==> src/rtl/sata_dcr_pkg.sv <==
// Register map, bit positions and DMA FSM encoding shared by the multi-port SATA DCR block.
package sata_dcr_pkg;

    localparam logic [5:0] REG_STAT     = 6'h00;
    localparam logic [5:0] REG_DMA_CTRL = 6'h04;
    localparam logic [5:0] REG_DMA_ADDR = 6'h08;
    localparam logic [5:0] REG_IRQ_EN   = 6'h0C;
    localparam logic [5:0] REG_TMO      = 6'h10;

    localparam int STAT_HDR_LSB   = 0;
    localparam int STAT_ERR_LSB   = 12;
    localparam int STAT_LINKUP    = 28;
    localparam int STAT_PLLLOCK   = 29;
    localparam int STAT_RXFIFO    = 30;
    localparam int STAT_CXFIFO    = 31;
    localparam int STAT_STARTCOMM = 29;
    localparam int STAT_CXOK      = 30;
    localparam int STAT_CXACK     = 31;

    localparam int IRQ_LSB        = 20;
    localparam int IRQ_W          = 5;
    localparam int IRQ_LINKUP_CG  = 0;
    localparam int IRQ_PLLLOCK_CG = 1;
    localparam int IRQ_DMA_DONE   = 2;
    localparam int IRQ_DMA_TMO    = 3;
    localparam int IRQ_DMA_OVR    = 4;

    localparam int CTRL_LEN_LSB   = 0;
    localparam int CTRL_PM_LSB    = 16;
    localparam int CTRL_FLAGS_LSB = 23;
    localparam int CTRL_GO        = 30;
    localparam int CTRL_PHYRST    = 31;

    typedef enum logic {
        ST_IDLE = 1'b0,
        ST_REQ  = 1'b1
    } dma_state_e;

endpackage

==> src/rtl/sata_dcr_port.sv <==
// One port's register window: status/change detect, W1C interrupts, DMA request FSM with timeout.
module sata_dcr_port
    import sata_dcr_pkg::*;
#(
    parameter int C_TMO_W = 16
) (
    input  logic         sys_clk,
    input  logic         sys_rst,
    input  logic         wr_en,
    input  logic [5:0]   reg_off,
    input  logic [31:0]  writedata,
    input  logic         linkup,
    input  logic         plllock,
    input  logic [3:0]   error_code,
    input  logic [11:0]  rxfifo_fis_hdr,
    input  logic         rxfifo_irq,
    input  logic         cxfifo_irq,
    input  logic [31:0]  rxfis_rdata,
    output logic [31:0]  rdata,
    output logic         irq_pend,
    output logic         cxfifo_ack,
    output logic         cxfifo_ok,
    output logic         start_comm,
    output logic         phyreset,
    output logic [31:0]  dma_address,
    output logic [15:0]  dma_length,
    output logic [3:0]   dma_pm,
    output logic [6:0]   dma_flags,
    output logic         dma_req,
    input  logic         dma_ack
);

    // [0] first sync flop, [1] synchronised value, [2] previous value for edge detect
    logic [2:0]         lk_sync, pl_sync;
    logic [IRQ_W-1:0]   irq_stat, irq_en, irq_set, irq_clr;
    logic [C_TMO_W-1:0] tmo, tmo_cnt;
    dma_state_e         state;
    logic               wr_stat, wr_ctrl, go, expire, busy;

    assign wr_stat  = wr_en && (reg_off == REG_STAT);
    assign wr_ctrl  = wr_en && (reg_off == REG_DMA_CTRL);
    assign go       = writedata[CTRL_GO];
    assign busy     = (state == ST_REQ);
    assign expire   = (tmo != '0) && ((tmo_cnt + C_TMO_W'(1)) == tmo);
    assign irq_pend = |(irq_stat & irq_en);
    assign irq_clr  = wr_stat ? writedata[IRQ_LSB +: IRQ_W] : '0;

    always_comb begin
        irq_set                 = '0;
        irq_set[IRQ_LINKUP_CG]  = lk_sync[1] ^ lk_sync[2];
        irq_set[IRQ_PLLLOCK_CG] = pl_sync[1] ^ pl_sync[2];
        irq_set[IRQ_DMA_DONE]   = busy && dma_ack;
        irq_set[IRQ_DMA_TMO]    = busy && !dma_ack && expire;
        irq_set[IRQ_DMA_OVR]    = busy && wr_ctrl && go;
    end

    always_ff @(posedge sys_clk) begin
        if (sys_rst) begin
            lk_sync     <= '0;
            pl_sync     <= '0;
            irq_stat    <= '0;
            irq_en      <= '0;
            tmo         <= '0;
            tmo_cnt     <= '0;
            state       <= ST_IDLE;
            cxfifo_ack  <= 1'b0;
            cxfifo_ok   <= 1'b0;
            start_comm  <= 1'b0;
            phyreset    <= 1'b0;
            dma_address <= '0;
            dma_length  <= '0;
            dma_pm      <= '0;
            dma_flags   <= '0;
            dma_req     <= 1'b0;
        end else begin
            lk_sync    <= {lk_sync[1:0], linkup};
            pl_sync    <= {pl_sync[1:0], plllock};
            irq_stat   <= (irq_stat & ~irq_clr) | irq_set;
            cxfifo_ack <= wr_stat && writedata[STAT_CXACK];
            cxfifo_ok  <= wr_stat && writedata[STAT_CXOK];
            start_comm <= wr_stat && writedata[STAT_STARTCOMM];
            if (wr_en && reg_off == REG_DMA_ADDR) dma_address <= writedata;
            if (wr_en && reg_off == REG_IRQ_EN)   irq_en      <= writedata[IRQ_LSB +: IRQ_W];
            if (wr_en && reg_off == REG_TMO)      tmo         <= writedata[C_TMO_W-1:0];
            // a go while a request is outstanding is an overrun and must not disturb the fields
            if (wr_ctrl && !(go && busy)) begin
                dma_length <= writedata[CTRL_LEN_LSB +: 16];
                dma_pm     <= writedata[CTRL_PM_LSB +: 4];
                dma_flags  <= writedata[CTRL_FLAGS_LSB +: 7];
                phyreset   <= writedata[CTRL_PHYRST];
            end
            case (state)
                ST_IDLE: if (wr_ctrl && go) begin
                    state   <= ST_REQ;
                    dma_req <= 1'b1;
                    tmo_cnt <= '0;
                end
                ST_REQ: if (dma_ack || expire) begin
                    state   <= ST_IDLE;
                    dma_req <= 1'b0;
                end else begin
                    tmo_cnt <= tmo_cnt + C_TMO_W'(1);
                end
                default: state <= ST_IDLE;
            endcase
        end
    end

    always_comb begin
        rdata = '0;
        if (reg_off[5]) begin
            rdata = rxfis_rdata;
        end else begin
            case (reg_off)
                REG_STAT: begin
                    rdata[STAT_HDR_LSB +: 12]  = rxfifo_fis_hdr;
                    rdata[STAT_ERR_LSB +: 4]   = error_code;
                    rdata[IRQ_LSB +: IRQ_W]    = irq_stat;
                    rdata[STAT_LINKUP]         = lk_sync[1];
                    rdata[STAT_PLLLOCK]        = pl_sync[1];
                    rdata[STAT_RXFIFO]         = rxfifo_irq;
                    rdata[STAT_CXFIFO]         = cxfifo_irq;
                end
                REG_DMA_CTRL: begin
                    rdata[CTRL_LEN_LSB +: 16]  = dma_length;
                    rdata[CTRL_PM_LSB +: 4]    = dma_pm;
                    rdata[CTRL_FLAGS_LSB +: 7] = dma_flags;
                    rdata[CTRL_GO]             = busy;
                    rdata[CTRL_PHYRST]         = phyreset;
                end
                REG_DMA_ADDR: rdata = dma_address;
                REG_IRQ_EN:   rdata[IRQ_LSB +: IRQ_W] = irq_en;
                REG_TMO:      rdata[C_TMO_W-1:0] = tmo;
                default:      rdata = '0;
            endcase
        end
    end

endmodule

==> src/rtl/sata_dcr_mp.sv <==
// Multi-port SATA DCR register interface: port decode, registered read mux and interrupt OR.
module sata_dcr_mp
    import sata_dcr_pkg::*;
#(
    parameter int C_NUM_PORTS      = 2,
    parameter int C_TMO_W          = 16,
    parameter int C_SATA_CHIPSCOPE = 0
) (
    input  logic                         sys_clk,
    input  logic                         sys_rst,
    input  logic [7:0]                   address,
    input  logic                         write,
    input  logic [31:0]                  writedata,
    output logic [31:0]                  readdata,
    output logic                         irq,
    input  logic [C_NUM_PORTS-1:0]       linkup,
    input  logic [C_NUM_PORTS-1:0]       plllock,
    input  logic [C_NUM_PORTS-1:0][3:0]  error_code,
    input  logic [C_NUM_PORTS-1:0][11:0] rxfifo_fis_hdr,
    input  logic [C_NUM_PORTS-1:0]       rxfifo_irq,
    input  logic [C_NUM_PORTS-1:0]       cxfifo_irq,
    output logic [C_NUM_PORTS-1:0]       cxfifo_ack,
    output logic [C_NUM_PORTS-1:0]       cxfifo_ok,
    output logic [C_NUM_PORTS-1:0]       StartComm,
    output logic [C_NUM_PORTS-1:0]       phyreset,
    output logic [C_NUM_PORTS-1:0][31:0] dma_address,
    output logic [C_NUM_PORTS-1:0][15:0] dma_length,
    output logic [C_NUM_PORTS-1:0][3:0]  dma_pm,
    output logic [C_NUM_PORTS-1:0][6:0]  dma_flags,
    output logic [C_NUM_PORTS-1:0]       dma_req,
    input  logic [C_NUM_PORTS-1:0]       dma_ack,
    input  logic [C_NUM_PORTS-1:0][31:0] rxfis_rdata,
    output logic [2:0]                   rxfis_raddr
);

    logic [1:0]                   port_sel;
    logic [C_NUM_PORTS-1:0]       wr_en, port_irq;
    logic [C_NUM_PORTS-1:0][31:0] port_rdata;
    logic [31:0]                  rd_mux;
    logic                         unused_addr;

    assign port_sel    = address[7:6];
    assign rxfis_raddr = address[4:2];
    assign unused_addr = &{1'b0, address[1:0]};

    // debug taps were never carried over; the parameter is accepted and ignored
    if (C_SATA_CHIPSCOPE != 0) begin : g_chipscope
    end

    for (genvar p = 0; p < C_NUM_PORTS; p++) begin : g_port
        assign wr_en[p] = write && (port_sel == 2'(p));
        sata_dcr_port #(.C_TMO_W(C_TMO_W)) u_port (
            .sys_clk        (sys_clk),
            .sys_rst        (sys_rst),
            .wr_en          (wr_en[p]),
            .reg_off        (address[5:0]),
            .writedata      (writedata),
            .linkup         (linkup[p]),
            .plllock        (plllock[p]),
            .error_code     (error_code[p]),
            .rxfifo_fis_hdr (rxfifo_fis_hdr[p]),
            .rxfifo_irq     (rxfifo_irq[p]),
            .cxfifo_irq     (cxfifo_irq[p]),
            .rxfis_rdata    (rxfis_rdata[p]),
            .rdata          (port_rdata[p]),
            .irq_pend       (port_irq[p]),
            .cxfifo_ack     (cxfifo_ack[p]),
            .cxfifo_ok      (cxfifo_ok[p]),
            .start_comm     (StartComm[p]),
            .phyreset       (phyreset[p]),
            .dma_address    (dma_address[p]),
            .dma_length     (dma_length[p]),
            .dma_pm         (dma_pm[p]),
            .dma_flags      (dma_flags[p]),
            .dma_req        (dma_req[p]),
            .dma_ack        (dma_ack[p])
        );
    end

    // unpopulated port windows fall through to 0
    always_comb begin
        rd_mux = '0;
        for (int p = 0; p < C_NUM_PORTS; p++)
            if (port_sel == 2'(p)) rd_mux = port_rdata[p];
    end

    always_ff @(posedge sys_clk) begin
        if (sys_rst) begin
            readdata <= '0;
            irq      <= 1'b0;
        end else begin
            readdata <= rd_mux;
            irq      <= |port_irq;
        end
    end

endmodule
==> config.mk <==
export PLATFORM = sky130hd
export DESIGN_NAME = sata_dcr_mp
export DESIGN_NICKNAME = d
export VERILOG_FILES = /design/src/rtl/sata_dcr_pkg.sv /design/src/rtl/sata_dcr_port.sv /design/src/rtl/sata_dcr_mp.sv
export SDC_FILE = /design/constraint.sdc
export NUM_CORES = 1
export LEC_CHECK = 0
export ABC_AREA = 1
export CAP_MARGIN = 20
export CORE_MARGIN = 2
export CORE_UTILIZATION = 50
export CTS_CLUSTER_SIZE = 16
export DETAILED_ROUTE_END_ITERATION = 6
export DONT_BUFFER_PORTS = 1
export PLACE_DENSITY = 0.63
export SLEW_MARGIN = 0
export SYNTH_ARGS = -nofsm -noshare
export SYNTH_HDL_FRONTEND = slang
export SYNTH_SLANG_ARGS = --single-unit
==> constraint.sdc <==
create_clock -name sys_clk -period 2.2 [get_ports sys_clk]
set_input_delay 0.55 -clock sys_clk [delete_from_list [all_inputs] [get_ports sys_clk]]
set_output_delay 0.55 -clock sys_clk [all_outputs]
set_load 0.005 [all_outputs]
**Run 1: signal wires by layer**

Scale bar: 50 microns. Two of the layers only.
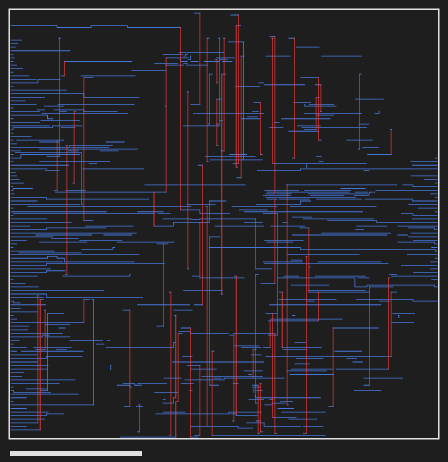
Key: metal 3 = blue [wire length 5360 microns]; metal 4 = red [wire length 2590 microns]
routed vias: 13000
Routed WL: 48.8 mm
GRT Total Usage: 35.2%
routed len/inst: 22.6 microns

**Run 1: congestion heat map**

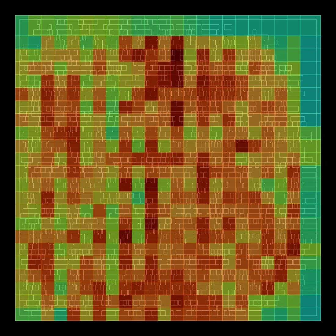
met2 usage: 56.7%
Final Util: 59.0%
global routing usage on met3: 10.3%
M1 GR Usage: 43.4%

**Run 1: logic cells by family**

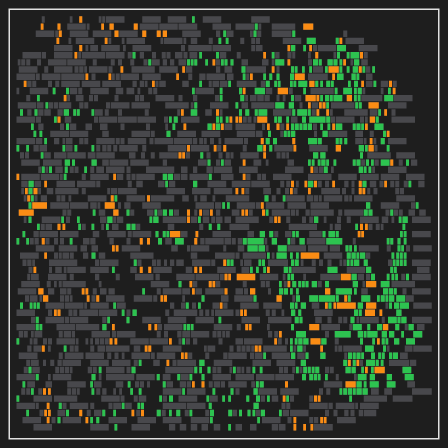
Key: NAND gates = green [cells 555, most used nand2_1, where spread over the die]; NOR gates = orange [cells 230, most used nor2_1, where spread over the die]
final cell count without fillers: 2159
dominant logic cell type in the layout: nand2_1
combinational fraction of the cell area: 45.2%

==> results.toml, run 1 <==
# flow metrics
[status]
status = "completed"

[final_timing]
slew_headroom_pct = 55.3
fin_crit_ns = 2.16
fin_ws_ns = 0.0387
hold_viol = 0
rsz0062_at_grt = "true"
fin_crit_sh_pct = 98.2
fin_setup_tns_ns = 0
finalClockSkew_ns = 0.0436
worst_slew_pin_slew_ns = 0.671
fmax_mhz = 463
final_max_slew_viol_count = 0
setup_viol = 0
holdWs_ns = 0.0687

[setup_path]
crit_required_ns = 2.71
cp.arrival_ns = 2.67
cp-end-kind = "flip-flop"
path_cells = "ha_4 > nand2_4 > nor2_8 > nand2_4 > nor2_4 > nand2_1 > nand3_2 > nand3_2 > nor2_4 > nand3_4 > nand3b_1 > a21oi_1"
crit_path_max_fanout = 8
path_class = "flip-flop to flip-flop"
slowest_stage = "dfxtp_2"
crit_path_max_incr_delay_ns = 0.35
critPathLaunchType = "flip-flop"

[final_layout]
nNetsFinal = 1957
postLayoutCellArea_sq_mm = 0.0147
clock_area_share_pct = 6.78
lay_top_cells = "nand2_1 (357), dfxtp_1 (244), a21oi_1 (193)"
antenna_cells = 2
area_growth_pct = 17.0
signal_buffers = 88
final-nonclk-buf-share_pct = 5.91
combGateArea_sq_mm = 0.00666
nFillCells = 2407
drive_gt1_share_pct = 14.8
nMultiInputCombCells = 1274
largest_class = "combinational gates"
seq_cells = 259

[synth]
ys_area_sq_mm = 0.0126
ys.flops = 259
synth.cell_area_sq_mm = 0.0126
ys_top_logic_family = "simple AND/OR/NAND/NOR gates"
ys_cells = 1800
edf_count = 0
synthMuxAreaShare_pct = 0
synth_cell_type_count = 48
synth_seq_share_pct = 41.2
yosysWarningCount = 0
synthAoiAreaFrac_pct = 21.5
synthFlopType = "dfxtp_1"
synthCells = 1800
syn_nets = 1951
ys_async_sr_fraction_pct = 0
ys_sh_adder_pct = 0.199
simple_gate_share_pct = 27.6
synth_area_per_cell_sq_um = 7.00

[power_and_ir_drop]
powerDensity_mw_per_mm2 = 690
clkPwrFrac_pct = 50.0
pg_clk_mw = 5.09
sequentialPower_mw = 4.76
power-top-group = "clock"
pwr-share-seq_pct = 46.8
power_switching_share_pct = 22.7
p_sw_mw = 2.31
power_frac_comb_pct = 3.2
ir_drop_mv = 0.490
combinationalPower_uw = 329
p_leak_nw = 5.83

[clock_network]
cts_htree_levels = 1
insertion_delay_ns = 0.58
cts_buffers = 28
cts_hold_buf = 0
clock_sinks = 259
cts_tree = "done"
post_cts_buffers = 0
clk_pin_slew_ns = 0.07
cts_buffer_depth = 3
cts_root_buf = "clkbuf_16"

[grt]
grt-ovfl-total = 0
grt_pass1_vias = 12200
grt_max_degree = 92
grt_pass1_wl_mm = 71.9
antenna_found_initial = 2

[placed_design]
dp_hpwl_mm = 34.7
portBuffers = 0
dpl.cell_count = 2099
gp_congestion = 0.914
placed_area_sq_mm = 0.0133

[floorplanning]
tapCellCount = 330
fp_util_pct = 50.5
die_h_microns = 163
row_count = 58
die_x_microns = 163
pin_count = 313

[detailed_routing]
met2_length_mm = 22.2
vias_per_cell = 6.03
drc = 0
dr.first_iter.drc_count = 1195
drtPass1Iterations = 6
ant_nets = 0
maxUsedRoutingLayer = "met4"

[flow_run]
tool_warnings = 27
cap_viol_max_count = 0

[min_path]
hold_class = "primary input to flip-flop"
==> run 1: path summary, 6_finish.rpt <==
kind                            slack, ns                                           to  cells after the start                                      from
worst min-delay path                 0.07  g_port[0].u_port.dma_length[9]$_SDFFE_PP0P_                      1                                   sys_rst
worst min register to register       0.40       g_port[0].u_port.lk_sync[1]$_SDFF_PP0_                      2    g_port[0].u_port.lk_sync[0]$_SDFF_PP0_
worst max register to register       0.04      g_port[1].u_port.irq_stat[3]$_SDFF_PP0_                     12  g_port[1].u_port.tmo_cnt[0]$_SDFFE_PP0P_
worst max-delay path                 0.04      g_port[1].u_port.irq_stat[3]$_SDFF_PP0_                     12  g_port[1].u_port.tmo_cnt[0]$_SDFFE_PP0P_
==> run 1: critical path: cells and delay by family, from the launching register on <==
family / cells / cell delay (ns)
compound gates: 1 / 0.21
fa+ha+maj: 1 / 0.16
flops: 1 / 0.35
simple gates: 10 / 1.38
==> run 1: flip-flops by register name, summed over array words and instances (netlist names) <==
| signal | cells |
|---|---|
| g_port.u_port.busy | 2 |
| g_port.u_port.cxfifo_ack | 2 |
| g_port.u_port.cxfifo_ok | 2 |
| g_port.u_port.dma_address | 64 |
| g_port.u_port.dma_flags | 14 |
| g_port.u_port.dma_length | 32 |
| g_port.u_port.dma_pm | 8 |
| g_port.u_port.dma_req | 2 |
| g_port.u_port.irq_en | 10 |
| g_port.u_port.irq_stat | 10 |
| g_port.u_port.lk_sync | 6 |
| g_port.u_port.phyreset | 2 |
| g_port.u_port.pl_sync | 6 |
| g_port.u_port.start_comm | 2 |
| g_port.u_port.tmo | 32 |
| g_port.u_port.tmo_cnt | 32 |
| irq | 1 |
| readdata | 32 |
==> run 1: cells in the mapped netlist (4+ instances only) <==
cell type / count / area share, %
o221ai_1: 8 / 0.56
a31oi_1: 8 / 0.40
a21oi_2: 8 / 0.56
a221oi_1: 18 / 1.3
buf_4: 13 / 0.77
a22oi_1: 33 / 2.0
nand3b_1: 5 / 0.30
xnor2_1: 6 / 0.42
inv_2: 8 / 0.24
dfxtp_1: 259 / 41
o21ai_1: 4 / 0.16
clkbuf_1: 88 / 2.6
nor2_2: 7 / 0.35
nor2_4: 6 / 0.54
o21a_1: 9 / 0.54
nand3_1: 116 / 4.6
o21ai_0: 172 / 6.8
buf_1: 6 / 0.18
nand2_1: 367 / 11
inv_1: 144 / 4.3
nor2_1: 202 / 6.0
a21oi_1: 194 / 7.7
a41oi_1: 7 / 0.49
buf_2: 4 / 0.16
nand2_2: 8 / 0.40
nor3_1: 7 / 0.28
nand3_2: 11 / 0.87
a31o_2: 7 / 0.49
nand4_1: 42 / 2.1
==> run 1: repair_timing <==
action                                  4_1_cts  5_1_grt
pin swaps                                     0       21
endpoints found under the hold margin         0        0
endpoints found under the setup margin        2       37
gates cloned                                  1        6
resized                                       0       87
==> run 1: routing by layer <==
metal  GRT usage (%)  vias up
met5               0        -
met1            43.4     6069
met3            10.3      157
met4            16.7        0
met2            56.7      746
li1                -     6052
==> run 1 -> run 2 <==
CORE_UTILIZATION = 45   (was 50)
PLACE_DENSITY = 0.58   (was 0.63)
RECOVER_POWER = 50   (was unset)
**Run 2: placement by cell class**

Scale bar: 50 microns.
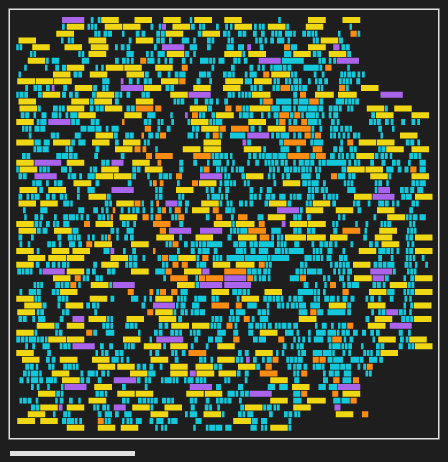
Key: combinational and other logic = cyan [cells 1426]; other buffers and delay cells = orange [cells 118]; flops = yellow [cells 259]; clock drivers and dummy loads = purple [cells 53]
post-route design area: 0.0150 sq mm
sequential share of cell area: 34.8%

==> run 2 against run 1 <==
The flow now finishes with violations (negative setup slack). Design area increased by 1.5%. Utilization shrank 5.1 points. Wire length grew 3.1%. Combinational power grew 1%. Global-route usage shrank 2.7 points. Worst setup slack worse by 0.047 ns. Non-clock buffer count is 30 higher. Sequential power about the same. Synthesized area stayed put. Total power shrank 0.39%. Highest routed layer unchanged. Synthesized cell count stayed put. Largest cell class unchanged. Flip-flop count unchanged.
==> results.toml, run 2 <==
# flow metrics
[synth]
synth.cell_area_sq_mm = 0.0126
syn_nets = 1951
edf_count = 0
yosysWarningCount = 0
ys_async_sr_fraction_pct = 0
synth_cell_type_count = 48
most_common_cell = "nand2_1"
yosys.area.top_type_share_pct = 41.2
synthCells = 1800
ys.flops = 259
synth_seq_share_pct = 41.2
synth_top_cell_by_area = "dfxtp_1"
synth_area_per_cell_sq_um = 7.00
ys_cells = 1800
synthFlopType = "dfxtp_1"
topCellsByArea = "dfxtp_1 (41%), nand2_1 (11%), a21oi_1 (7.7%), o21ai_0 (6.8%), nor2_1 (6.0%)"
top_cells_by_count = "nand2_1 (367), dfxtp_1 (259), nor2_1 (202), a21oi_1 (194), o21ai_0 (172)"
ys_area_sq_mm = 0.0126

[final_timing]
rsz0062_at_grt = "true"
setup_viol = 4
fin_ws_ns = -0.00848
slew_headroom_pct = 49.1
finalClockSkew_ns = 0.0227
holdWs_ns = 0.0846
fin_crit_sh_pct = 100
final_max_slew_viol_count = 0
hold_viol = 0
fmax_mhz = 453
worst_slew_pin_slew_ns = 0.764
fin_setup_tns_ns = -0.0199
fin_crit_ns = 2.21

[final_layout]
lay_top_cells = "nand2_1 (353), dfxtp_1 (248), nor2_1 (192)"
regMostFlops = "g_port.u_port.dma_address"
nFillCells = 2754
largest_reg_flops = 64
nNetsFinal = 1985
antenna_cells = 0
drive_gt1_share_pct = 15.4
area_growth_pct = 18.7
stdcell_count = 2234
lay_top_count = "nand2_1"

[flow_run]
tool_warnings = 28
cap_viol_max_count = 0

[min_path]
hold_class = "primary input to flip-flop"
min-delay-start = "sys_rst"

[floorplanning]
die_x_microns = 171
dieArea_sq_mm = 0.0293
fp_util_pct = 45.5
core_sq_mm = 0.0277
die_h_microns = 171
row_count = 61
pin_count = 313

[setup_path]
cp.arrival_ns = 2.66
rrSetupSlack_ns = -0.008
cp-end-kind = "flip-flop"
reg2reg_to = "g_port[0].u_port.tmo_cnt[7]$_SDFFE_PP0P_"
crit_path_end = "g_port[0].u_port.tmo_cnt[7]$_SDFFE_PP0P_"
critPathLaunchType = "flip-flop"
rr_worst_depth = 16
path_class = "flip-flop to flip-flop"
crit_path_max_fanout = 8
crit_required_ns = 2.65
crit_start = "g_port[0].u_port.tmo_cnt[1]$_SDFFE_PP0P_"
worstReg2RegStart = "g_port[0].u_port.tmo_cnt[1]$_SDFFE_PP0P_"

[grt]
grt_max_degree = 92
grt-ovfl-total = 0
grt_pass1_vias = 11800
antenna_found_initial = 0
grt_pass1_wl_mm = 72.6

[clock_network]
cts_root_buf = "clkbuf_16"
cts_htree_levels = 1
cts_buffer_depth = 3
clock_sinks = 259
cts_hold_buf = 0
clk_pin_slew_ns = 0.06
cts_tree = "done"
insertion_delay_ns = 0.56
cts_buffers = 29

[power_and_ir_drop]
internal-power_mw = 7.83
powerDensity_mw_per_mm2 = 678
power_switching_share_pct = 22.7
p_leak_nw = 5.96
p_sw_mw = 2.30
pwr-share-seq_pct = 47.0
clkPwrFrac_pct = 49.8
power_frac_comb_pct = 3.3
ir_drop_mv = 0.596

[detailed_routing]
drc = 0
drtPass1Iterations = 5
vias_per_cell = 5.83
ant_nets = 0
dr.first_iter.drc_count = 1148

[placed_design]
place_ws_ns = -0.339
dp_hpwl_mm = 34.9
gp_congestion = 0.968
dpl.cell_count = 2168
portBuffers = 0
placed_area_sq_mm = 0.0135

[status]
status = "complete, but fails checks"
violations = "negative setup slack"
**Run 2: signal wires by layer**

Scale bar: 50 microns. Two of the layers only.
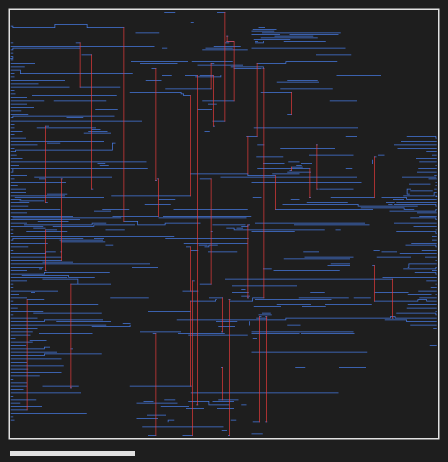
Key: metal 3 = blue [wire length 5300 microns]; metal 4 = red [wire length 1270 microns]
routed len/inst: 22.5 microns
Routed WL: 50.4 mm
GRT Total Usage: 32.6%
routed vias: 13000

run 2: cell counts after synthesis:
No cell type changed its count.
run 2: cell families after synthesis:
| kind of cell | share of synthesized area (%) |
|---|---|
| and+or+nand+nor | 27.6 |
| AOI/OAI and AO/OA | 21.5 |
| buffers and inverters | 8.74 |
| DFF | 41.2 |
| xor gates and xnor gates | 0.735 |
| adders and majority gates | 0.199 |
run 2: layout make-up:
| cell class | instances | area [sq um] | share of cell area (%) |
|---|---|---|---|
| multi-input cells | 1271 | 6600 | 44.1 |
| clock inverters | 14 | 156 | 1.05 |
| flip-flops and latches | 259 | 5200 | 34.8 |
| inverters | 155 | 589 | 3.94 |
| repair buffers | 118 | 1100 | 7.34 |
| clock buffers | 39 | 833 | 5.57 |
| well taps | 378 | 473 | 3.16 |
run 2: how the worst min path moves through the flow:
stage | to | cells after the start
CTS | g_port[1].u_port.irq_stat[0]$_SDFF_PP0_ | 1
floorplan | g_port[0].u_port.lk_sync[1]$_SDFF_PP0_ | 2
global placement | g_port[0].u_port.lk_sync[1]$_SDFF_PP0_ | 2
detailed placement | g_port[1].u_port.lk_sync[1]$_SDFF_PP0_ | 2
finish | readdata[26]$_SDFF_PP0_ | 1
global route | g_port[1].u_port.tmo_cnt[1]$_SDFFE_PP0P_ | 1
run 2: metrics by stage:
stage / utilization, % / power, mW
5_1_grt: 54.0 / 10.4
2_1_floorplan: - / 5.11
6_report: 54.0 / 10.1
3_3_place_gp: 48.8 / 5.19
4_1_cts: 52.4 / 10.2
3_5_place_dp: 48.8 / 5.19
run 2: power by group through the flow:
stage	clock [mW]	sequential [mW]	combinational, mW
floorplan	0	4.85	0.254
global placement	0	4.87	0.327
detailed placement	0	4.87	0.327
CTS	5.09	4.76	0.330
global route	5.30	4.76	0.364
finish	5.04	4.76	0.333
run 2: what timing repair did:
action,CTS,global route
resized,4,90
pin swaps,0,35
setup buffers,0,9
endpoints found under the setup margin,18,37
gates cloned,0,5
run 2: routing by layer:
metal | vias up | GRT usage (%) | wire length [microns]
li1 | 6117 | - | -
met1 | 6135 | 42.6 | 20400
met2 | 677 | 53.6 | 23300
met3 | 85 | 7.73 | 5300
met4 | 0 | 9.03 | 1270
met5 | - | 0 | 0
run 2: critical path, stage by stage, from the launching register on:
cell,delay (ns)
dfxtp_4,0.37
ha_4,0.17
nand2_4,0.06
nor2_4,0.17
buf_6,0.12
nand3_1,0.09
nand2_2,0.10
nand3_1,0.08
nand2_1,0.09
nand3_2,0.07
nor2_2,0.13
nand3_2,0.13
nand3_4,0.18
clkbuf_16,0.20
nand3_2,0.06
nand2_1,0.06
nor2_1,0.04
Power figures rest on the tool's default switching activity, not on a simulated workload.
